**src/rtl/lsq_issue_queue_pkg.sv**
```systemverilog
// Shared constants and helpers for the load/store issue queue.
//   ISSUELS_FUNC_SW : opcode value that marks a store; any other value is a load.
//   entry_ready()   : an entry can issue once its base is resolved and, for a
//                     store, its store data is resolved as well.
package lsq_issue_queue_pkg;

   localparam logic ISSUELS_FUNC_SW = 1'b1;

   // Loads never wait on rt: for a load it is the destination tag.
   function automatic logic entry_ready(input logic is_store,
                                        input logic rs_ok,
                                        input logic rt_ok);
      return rs_ok & (rt_ok | ~is_store);
   endfunction

endpackage

```
**src/rtl/lsq_age_select.sv**
```systemverilog
// Oldest-eligible selector for the LS issue queue.
// Optional feature macro: LSQ_LOAD_BYPASS_EN
//   undefined : only entry 0 may be chosen (strict FIFO).
//   defined   : a ready load may pass older entries when every one of them is
//               a store with a resolved base whose word address differs.
// Ports:
//   cand    in   DEPTH          entry valid and operand-ready
//   opcode  in   DEPTH          per-entry opcode       (bypass build only)
//   rsvalid in   DEPTH          per-entry base valid   (bypass build only)
//   rsdata  in   DEPTH x DATA_W per-entry base value   (bypass build only)
//   imm     in   DEPTH x DATA_W per-entry offset       (bypass build only)
//   grant   out  DEPTH          one-hot oldest eligible entry
//   idx     out  IDX_W          index of grant (0 when none)
//   any     out  1              some entry is eligible
module lsq_age_select #(
   parameter int unsigned DEPTH  = 4,
`ifdef LSQ_LOAD_BYPASS_EN
   parameter int unsigned DATA_W = 32,
`endif
   parameter int unsigned IDX_W  = 2
) (
   input  logic [DEPTH-1:0]             cand,
`ifdef LSQ_LOAD_BYPASS_EN
   input  logic [DEPTH-1:0]             opcode,
   input  logic [DEPTH-1:0]             rsvalid,
   input  logic [DEPTH-1:0][DATA_W-1:0] rsdata,
   input  logic [DEPTH-1:0][DATA_W-1:0] imm,
`endif
   output logic [DEPTH-1:0]             grant,
   output logic [IDX_W-1:0]             idx,
   output logic                         any
);

   logic [DEPTH-1:0] elig;

`ifdef LSQ_LOAD_BYPASS_EN
   import lsq_issue_queue_pkg::*;

   // Word addresses kept full width (shifted) so no operand bit goes unread.
   logic [DEPTH-1:0][DATA_W-1:0] word;

   always_comb begin
      logic older_ok;
      older_ok = 1'b0;
      word     = '0;
      elig     = '0;
      for (int unsigned i = 0; i < DEPTH; i++) begin
         word[i] = (rsdata[i] + imm[i]) >> 2;
      end
      for (int unsigned i = 0; i < DEPTH; i++) begin
         older_ok = 1'b1;
         for (int unsigned j = 0; j < DEPTH; j++) begin
            if (j < i) begin
               if (!((opcode[j] == ISSUELS_FUNC_SW) && rsvalid[j] &&
                     (word[j] != word[i]))) begin
                  older_ok = 1'b0;
               end
            end
         end
         elig[i] = cand[i] & ((i == 0) | ((opcode[i] != ISSUELS_FUNC_SW) & older_ok));
      end
   end
`else
   assign elig = cand & DEPTH'(1);
`endif

   always_comb begin
      grant = '0;
      idx   = '0;
      any   = 1'b0;
      for (int unsigned i = 0; i < DEPTH; i++) begin
         if (elig[i] && !any) begin
            grant[i] = 1'b1;
            idx      = IDX_W'(i);
            any      = 1'b1;
         end
      end
   end

endmodule

```
**src/rtl/lsq_issue_queue.sv**
```systemverilog
// Parametrised load/store issue queue between dispatch and the LS issue port.
// DEPTH age-ordered entries (index 0 oldest) with CDB operand wakeup; one
// memory op is presented per cycle.
// Optional feature macro: LSQ_LOAD_BYPASS_EN (oldest safe load may pass
// older stores); undefined gives strict FIFO issue from entry 0.
// Ports:
//   clk, reset                  clock, synchronous active-high reset
//   dispatch_*                  incoming op fields, dispatch_en request
//   dispatch_ready         out  entry accepted this cycle if dispatch_en
//   cdb_tag/cdb_data/cdb_valid  result broadcast for wakeup
//   issuels_*              out  fields of the selected entry (entry 0 if none)
//   issuels_ready          out  a ready entry is presented
//   issuels_done           in   presented entry consumed this cycle
//   lsq_count              out  occupied entries (registered)
module lsq_issue_queue
   import lsq_issue_queue_pkg::*;
#(
   parameter int unsigned DEPTH  = 4,
   parameter int unsigned TAG_W  = 6,
   parameter int unsigned DATA_W = 32
) (
   input  logic                       clk,
   input  logic                       reset,
   input  logic                       dispatch_opcode,
   input  logic [DATA_W-1:0]          dispatch_imm,
   input  logic [TAG_W-1:0]           dispatch_rstag,
   input  logic [TAG_W-1:0]           dispatch_rttag,
   input  logic [DATA_W-1:0]          dispatch_rsdata,
   input  logic [DATA_W-1:0]          dispatch_rtdata,
   input  logic                       dispatch_rsvalid,
   input  logic                       dispatch_rtvalid,
   input  logic                       dispatch_en,
   output logic                       dispatch_ready,
   input  logic [TAG_W-1:0]           cdb_tag,
   input  logic [DATA_W-1:0]          cdb_data,
   input  logic                       cdb_valid,
   output logic                       issuels_opcode,
   output logic [TAG_W-1:0]           issuels_rttag,
   output logic [DATA_W-1:0]          issuels_rtdata,
   output logic [DATA_W-1:0]          issuels_rsdata,
   output logic [DATA_W-1:0]          issuels_imm,
   output logic                       issuels_ready,
   input  logic                       issuels_done,
   output logic [$clog2(DEPTH+1)-1:0] lsq_count
);

   localparam int unsigned IDX_W = (DEPTH > 1) ? $clog2(DEPTH) : 1;
   localparam int unsigned CNT_W = $clog2(DEPTH+1);

   logic [DEPTH-1:0]             valid_q, opcode_q, rsvalid_q, rtvalid_q;
   logic [DEPTH-1:0][TAG_W-1:0]  rstag_q, rttag_q;
   logic [DEPTH-1:0][DATA_W-1:0] imm_q, rsdata_q, rtdata_q;
   logic [CNT_W-1:0]             count_q;

   logic [DEPTH-1:0]             valid_n, opcode_n, rsvalid_n, rtvalid_n;
   logic [DEPTH-1:0][TAG_W-1:0]  rstag_n, rttag_n;
   logic [DEPTH-1:0][DATA_W-1:0] imm_n, rsdata_n, rtdata_n;
   logic [CNT_W-1:0]             count_n;

   logic [DEPTH-1:0] cand, grant;
   logic [IDX_W-1:0] sel_idx;
   logic             sel_any;
   logic             remove, accept;

   always_comb begin
      cand = '0;
      for (int unsigned i = 0; i < DEPTH; i++) begin
         cand[i] = valid_q[i] & entry_ready(opcode_q[i] == ISSUELS_FUNC_SW,
                                            rsvalid_q[i], rtvalid_q[i]);
      end
   end

   lsq_age_select #(
      .DEPTH  (DEPTH),
`ifdef LSQ_LOAD_BYPASS_EN
      .DATA_W (DATA_W),
`endif
      .IDX_W  (IDX_W)
   ) u_age_select (
      .cand    (cand),
`ifdef LSQ_LOAD_BYPASS_EN
      .opcode  (opcode_q),
      .rsvalid (rsvalid_q),
      .rsdata  (rsdata_q),
      .imm     (imm_q),
`endif
      .grant   (grant),
      .idx     (sel_idx),
      .any     (sel_any)
   );

   assign issuels_ready  = sel_any;
   assign issuels_opcode = opcode_q[sel_idx];
   assign issuels_rttag  = rttag_q[sel_idx];
   assign issuels_rtdata = rtdata_q[sel_idx];
   assign issuels_rsdata = rsdata_q[sel_idx];
   assign issuels_imm    = imm_q[sel_idx];

   assign remove         = issuels_done & sel_any;
   assign dispatch_ready = (count_q != CNT_W'(DEPTH)) | remove;
   assign accept         = dispatch_en & dispatch_ready;
   assign lsq_count      = count_q;

   // Each slot first takes its post-compaction source (itself, or the slot
   // above when at/above the removed entry), then sees the CDB, then may be
   // overwritten by the dispatching op at the first free index.
   always_comb begin
      logic              at_or_above;
      int unsigned       src;
      logic [CNT_W-1:0]  free_idx;
      logic              d_rsvalid, d_rtvalid;
      logic [DATA_W-1:0] d_rsdata, d_rtdata;

      at_or_above = 1'b0;
      src         = 0;
      free_idx    = count_q - CNT_W'(remove);
      valid_n     = '0;
      opcode_n    = '0;
      rsvalid_n   = '0;
      rtvalid_n   = '0;
      rstag_n     = '0;
      rttag_n     = '0;
      imm_n       = '0;
      rsdata_n    = '0;
      rtdata_n    = '0;
      count_n     = count_q + CNT_W'(accept) - CNT_W'(remove);

      d_rsvalid = dispatch_rsvalid;
      d_rsdata  = dispatch_rsdata;
      d_rtvalid = dispatch_rtvalid;
      d_rtdata  = dispatch_rtdata;
      if (cdb_valid && !dispatch_rsvalid && (cdb_tag == dispatch_rstag)) begin
         d_rsvalid = 1'b1;
         d_rsdata  = cdb_data;
      end
      if (cdb_valid && !dispatch_rtvalid && (cdb_tag == dispatch_rttag)) begin
         d_rtvalid = 1'b1;
         d_rtdata  = cdb_data;
      end

      for (int unsigned i = 0; i < DEPTH; i++) begin
         at_or_above = at_or_above | grant[i];
         src = (remove && at_or_above) ? i + 1 : i;
         if (src < DEPTH) begin
            valid_n[i]   = valid_q[IDX_W'(src)];
            opcode_n[i]  = opcode_q[IDX_W'(src)];
            rsvalid_n[i] = rsvalid_q[IDX_W'(src)];
            rtvalid_n[i] = rtvalid_q[IDX_W'(src)];
            rstag_n[i]   = rstag_q[IDX_W'(src)];
            rttag_n[i]   = rttag_q[IDX_W'(src)];
            imm_n[i]     = imm_q[IDX_W'(src)];
            rsdata_n[i]  = rsdata_q[IDX_W'(src)];
            rtdata_n[i]  = rtdata_q[IDX_W'(src)];
         end

         if (valid_n[i] && cdb_valid) begin
            if (!rsvalid_n[i] && (cdb_tag == rstag_n[i])) begin
               rsvalid_n[i] = 1'b1;
               rsdata_n[i]  = cdb_data;
            end
            if (!rtvalid_n[i] && (cdb_tag == rttag_n[i])) begin
               rtvalid_n[i] = 1'b1;
               rtdata_n[i]  = cdb_data;
            end
         end

         if (accept && (CNT_W'(i) == free_idx)) begin
            valid_n[i]   = 1'b1;
            opcode_n[i]  = dispatch_opcode;
            rsvalid_n[i] = d_rsvalid;
            rtvalid_n[i] = d_rtvalid;
            rstag_n[i]   = dispatch_rstag;
            rttag_n[i]   = dispatch_rttag;
            imm_n[i]     = dispatch_imm;
            rsdata_n[i]  = d_rsdata;
            rtdata_n[i]  = d_rtdata;
         end
      end
   end

   always_ff @(posedge clk) begin
      if (reset) begin
         valid_q   <= '0;
         opcode_q  <= '0;
         rsvalid_q <= '0;
         rtvalid_q <= '0;
         rstag_q   <= '0;
         rttag_q   <= '0;
         imm_q     <= '0;
         rsdata_q  <= '0;
         rtdata_q  <= '0;
         count_q   <= '0;
      end else begin
         valid_q   <= valid_n;
         opcode_q  <= opcode_n;
         rsvalid_q <= rsvalid_n;
         rtvalid_q <= rtvalid_n;
         rstag_q   <= rstag_n;
         rttag_q   <= rttag_n;
         imm_q     <= imm_n;
         rsdata_q  <= rsdata_n;
         rtdata_q  <= rtdata_n;
         count_q   <= count_n;
      end
   end

endmodule
```
**config.mk**
```make
export PLATFORM = sky130hd
export DESIGN_NAME = lsq_issue_queue
export DESIGN_NICKNAME = d
export VERILOG_FILES = /design/src/rtl/lsq_issue_queue_pkg.sv /design/src/rtl/lsq_age_select.sv /design/src/rtl/lsq_issue_queue.sv
export SDC_FILE = /design/constraint.sdc
export NUM_CORES = 1
export LEC_CHECK = 0
export ABC_CLOCK_PERIOD_IN_PS = 14500
export CAP_MARGIN = 40
export CORE_MARGIN = 2
export CORE_UTILIZATION = 35
export DETAILED_ROUTE_END_ITERATION = 7
export GPL_ROUTABILITY_DRIVEN = 1
export PLACE_DENSITY = 0.65
export SYNTH_ARGS = -nofsm -noshare
export SYNTH_HDL_FRONTEND = slang
export SYNTH_SLANG_ARGS = --single-unit
```
**constraint.sdc**
```tcl
create_clock -name clk -period 14.5 [get_ports clk]
set_input_delay 4.35 -clock clk [delete_from_list [all_inputs] [get_ports clk]]
set_output_delay 4.35 -clock clk [all_outputs]
set_load 0.02 [all_outputs]
```
==> run_results.csv <==
group,metric,value,unit
place,port_buffers,261,
timing,fin_crit_sh,77.1,%
job,cap_viol_max_count,0,
clock_network,clkLatencyLatePin,0.60,ns
setup_path,regToRegEndpoint,"rsdata_q[45]",
timing,period_minus_slack,11.18,ns
setup_path,worstPathMaxFanout,93,
timing,worstMarginPinSlew,1.10,ns
grt,grt_max_degree,202,
power,p_seq_share,38.7,%
routing,m1WireLength,34.5,mm
timing,setup_viol_count_final,0,
clock_network,cts_buffers,51,
floorplanning,die_w,261,um
finish,nFillCells,6621,
power,ir_worst_vdd,0.105,mV
clock_network,h-tree-depth,2,
finish,drive_gt1_share,6.35,%
floorplanning,initCoreUtil,35.3,%
clock_network,cts_setup_buffers,0,
synthesis,ys_cells,3064,
min_path,hold_start,"rtdata_q[126]",
timing,timing.hold.ws,0.464,ns
finish,layout.cells.most_common,"nand2_1",
routing,routed_via_density,5.60,
floorplanning,die_area,68200,sq um
synthesis,synth-edff-count,0,
routing,firstDrtPassIters,7,
power,power_density,146,nW/um^2
routing,ant_nets,0,
clock_network,hold_buffers,0,
power,power,4000,uW
setup_path,worstSetupPathType,"primary input to output pin",
timing,setup_tns,0,ns
finish,area.combinational,12100,sq um
floorplanning,die-height,261,um
job,warnings,30,
timing,fmax,89.5,MHz
clock_network,cts_tree,"built",
setup_path,arrival,6.83,ns
grt,grt_pass1_wl,118,mm
grt,antenna_found_initial,2,
timing,hold_viol,0,
timing,relSlewSlack,26.4,%
power,power.internal,2660,uW
clock_network,cts-root-buf,"clkbuf_16",
routing,wl_met3,5.40,mm
setup_path,r2r-start,"rsvalid_q[0]",
power,p_clk_share,34.1,%
synthesis,avgSynthCellArea,7.55,sq um
place,gp_congestion,0.826,
min_path,min_to,"rtdata_q[126]",
routing,drc,0,
finish,nNetsFinal,3188,
synthesis,async_flop_share,0,%
place,dp_hpwl,45.3,mm
synthesis,yosys.stat.chipArea,23100,sq um
finish,final_cell_mix,"nand2_1, dfxtp_1, nor2_1, clkdlybuf4s50_1, o221ai_1",
synthesis,ys_types,55,
clock_network,cts_resized,0,
place,dp_slack,3.34,ns
timing,fin_ws,3.32,ns
synthesis,synth_flops,451,
min_path,min_path_cells,2,
grt,grt_use_total,21.6,%
status,status,"completed",
setup_path,cp-start-kind,"primary input",
synthesis,ys_seq_share,39.0,%
power,p_comb_share,27.2,%
power,switching_power,1330,uW
setup_path,cp-end-kind,"output pin",
routing,post_drt_wl_per_cell,19.5,um
routing,drt-initial-drc-count,1907,
finish,seqCellArea,9030,sq um
synthesis,ff_type,"dfxtp_1",
setup_path,cp.required,10.15,ns
synthesis,synthCells,3064,
power,swShare,33.4,%
synthesis,yosys_warnings,0,
grt,overflow,0,
routing,wl_met2,34.9,mm
grt,grt_pass1_vias,20000,
clock_network,path_clk_slew,0.06,ns
routing,dr.max_layer_used,"met4",
min_path,min_path_type,"flop to flop",
timing,rsz0062_at_grt,"no",
synthesis,synth_area,23100,sq um
synthesis,synthesis.nets,3223,
floorplanning,rows,94,
floorplanning,ioPinCount,262,
floorplanning,core-area,65600,sq um
timing,slew_viol_final,0,
setup_path,r2r_cells,14,
setup_path,reg2reg_setup_slack,9.13,ns
power,p_leak,0.0106,uW
clock_network,cts_max_path_buffers,3,
finish,synthToLayoutAreaGrowth,18.2,%
-- logic make-up after synthesis --
group,count (synthesis),synth area share (%)
AOI/OAI and AO/OA,636,20.2
xor gates and xnor gates,34,1.29
adders and majority gates,5,0.303
buffers and inverters,440,9.15
DFF,451,39.0
muxes,116,5.02
and+or+nand+nor,1382,25.0
-- per-stage QoR --
stage / instance area [sq um] / instances / util, %
global placement: 25300 / 3827 / 38.5
global route: 27400 / 3935 / 41.7
floorplan: 23100 / 3064 / -
CTS: 27400 / 3933 / 41.7
finish: 27400 / 3935 / 41.7
detailed placement: 25600 / 3840 / 39.0
-- metal layers --
| metal | up-vias | GRT usage, % |
|---|---|---|
| met2 | 798 | 34.3 |
| met4 | 0 | 6.71 |
| met5 | - | 0 |
| met1 | 10600 | 30.1 |
| met3 | 120 | 3.30 |
| li1 | 10500 | - |
-- flip-flops by register name, indices dropped and copies added, names as in the netlist --
signal / flops
rtdata_q: 128
rsdata_q: 128
lsq_count: 3
rttag_q: 24
valid_q: 4
rtvalid_q: 4
rstag_q: 24
opcode_q: 4
imm_q: 128
rsvalid_q: 4
-- Yosys cell counts (all sizes together), types with 10 or more instances --
| cell type | instances | share of area [%] |
|---|---|---|
| a21oi | 125 | 2.7 |
| a211o | 65 | 2.5 |
| a31oi | 68 | 1.8 |
| nand2 | 823 | 13 |
| a211oi | 26 | 0.84 |
| or2 | 35 | 0.95 |
| nor3 | 48 | 1.0 |
| xnor2 | 15 | 0.57 |
| nor2b | 33 | 0.89 |
| dfxtp | 451 | 39 |
| inv | 42 | 0.68 |
| mux2i | 116 | 5.0 |
| o22ai | 75 | 2.0 |
| xor2 | 19 | 0.72 |
| nand3 | 67 | 1.5 |
| nor2 | 284 | 4.6 |
| a311oi | 116 | 4.4 |
| clkbuf | 250 | 4.2 |
| nand2b | 47 | 1.3 |
| nor4 | 10 | 0.27 |
| o221ai | 128 | 4.8 |
| buf | 148 | 4.3 |
-- power groups by stage --
stage / combinational (uW) / sequential [uW] / clock [uW]
floorplan: 771 / 1530 / 0
global placement: 1050 / 1570 / 0
detailed placement: 1080 / 1570 / 0
CTS: 1090 / 1550 / 1390
global route: 1180 / 1570 / 1440
finish: 1090 / 1550 / 1360
-- cell type report --
class	count	area share, %
timing repair buffer	310	11.7
sequential	451	33.0
tap	864	3.95
clock inverter	24	1.02
inverter	42	0.604
antenna	2	0.0183
clock buffer	69	5.40
multi-input combinational	2173	44.3
-- how the worst max path moves through the flow --
| stage | start | to | slack (ns) | cells past startpoint |
|---|---|---|---|---|
| final | issuels_done | dispatch_ready | 3.32 | 6 |
| after global routing | issuels_done | dispatch_ready | 3.17 | 6 |
| after CTS | issuels_done | dispatch_ready | 3.31 | 6 |
| after detailed placement | issuels_done | dispatch_ready | 3.34 | 6 |
| after global placement | issuels_done | dispatch_ready | 3.38 | 6 |
| after floorplan | issuels_done | dispatch_ready | 3.95 | 8 |
-- critical path: stages --
cell,delay [ns]
clkdlybuf4s50_1,0.55
and3_1,0.18
buf_4,0.29
nand2_8,0.40
nand4_1,0.35
clkdlybuf4s50_1,0.64
Met1 routing:
Bar = 100 um. Cells faint in the background.
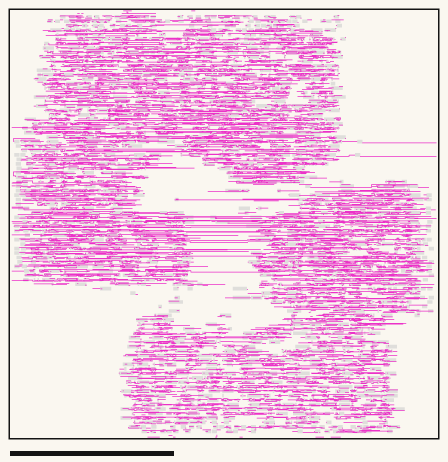
The longest straight run is 86.9 um. 2926 nets have wire on it. The layer holds 45% of the routed length.
Vias: 22000
wirelength, routed: 76.7 mm
GRT met1 Usage: 30.1%

M2 wires:
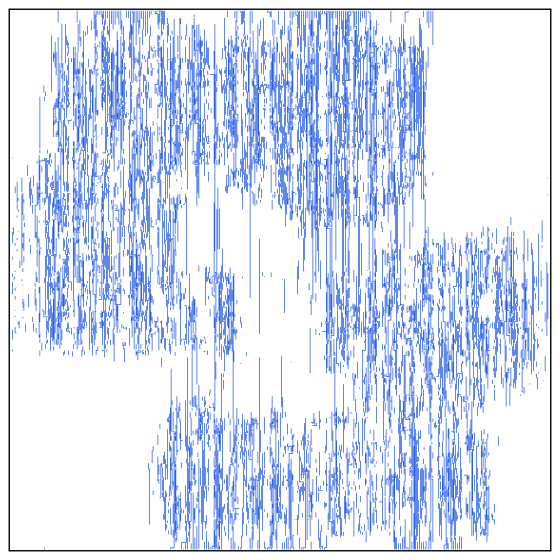
The longest straight run is 88.6 um. The wires run mostly vertical.
met2 Use GR: 34.3%

M3 wires:
Bar = 100 um.
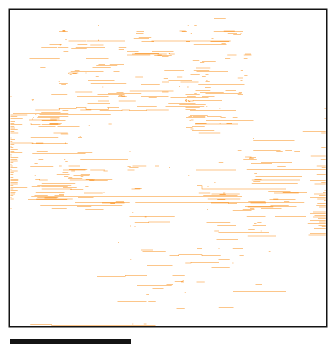
The layer carries 5400 um of wire. The longest straight run is 174 um. The layer holds 7.0% of the routed length. The wires run mostly horizontal.
M3 GR Usage: 3.30%

M4 wires:
Bar = 100 um.
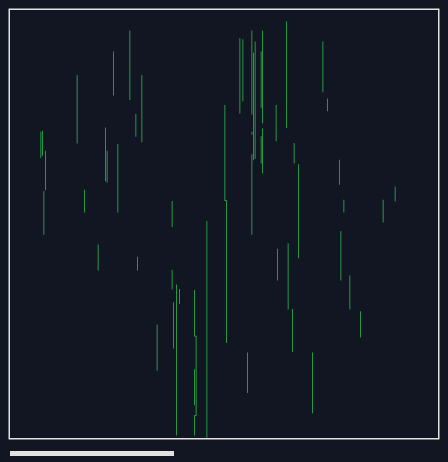
35 nets have wire on it. The wires run mostly vertical. The longest straight run is 132 um. The layer carries 1860 um of wire.

Clock routing:
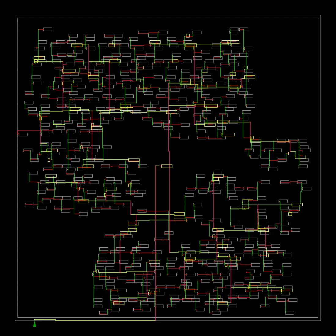
Clk. pwr: 1360 uW
Sink Count: 451
flip-flops: 451
Clock Skews: 0.0185 ns

Power and IR drop assume default switching activity.
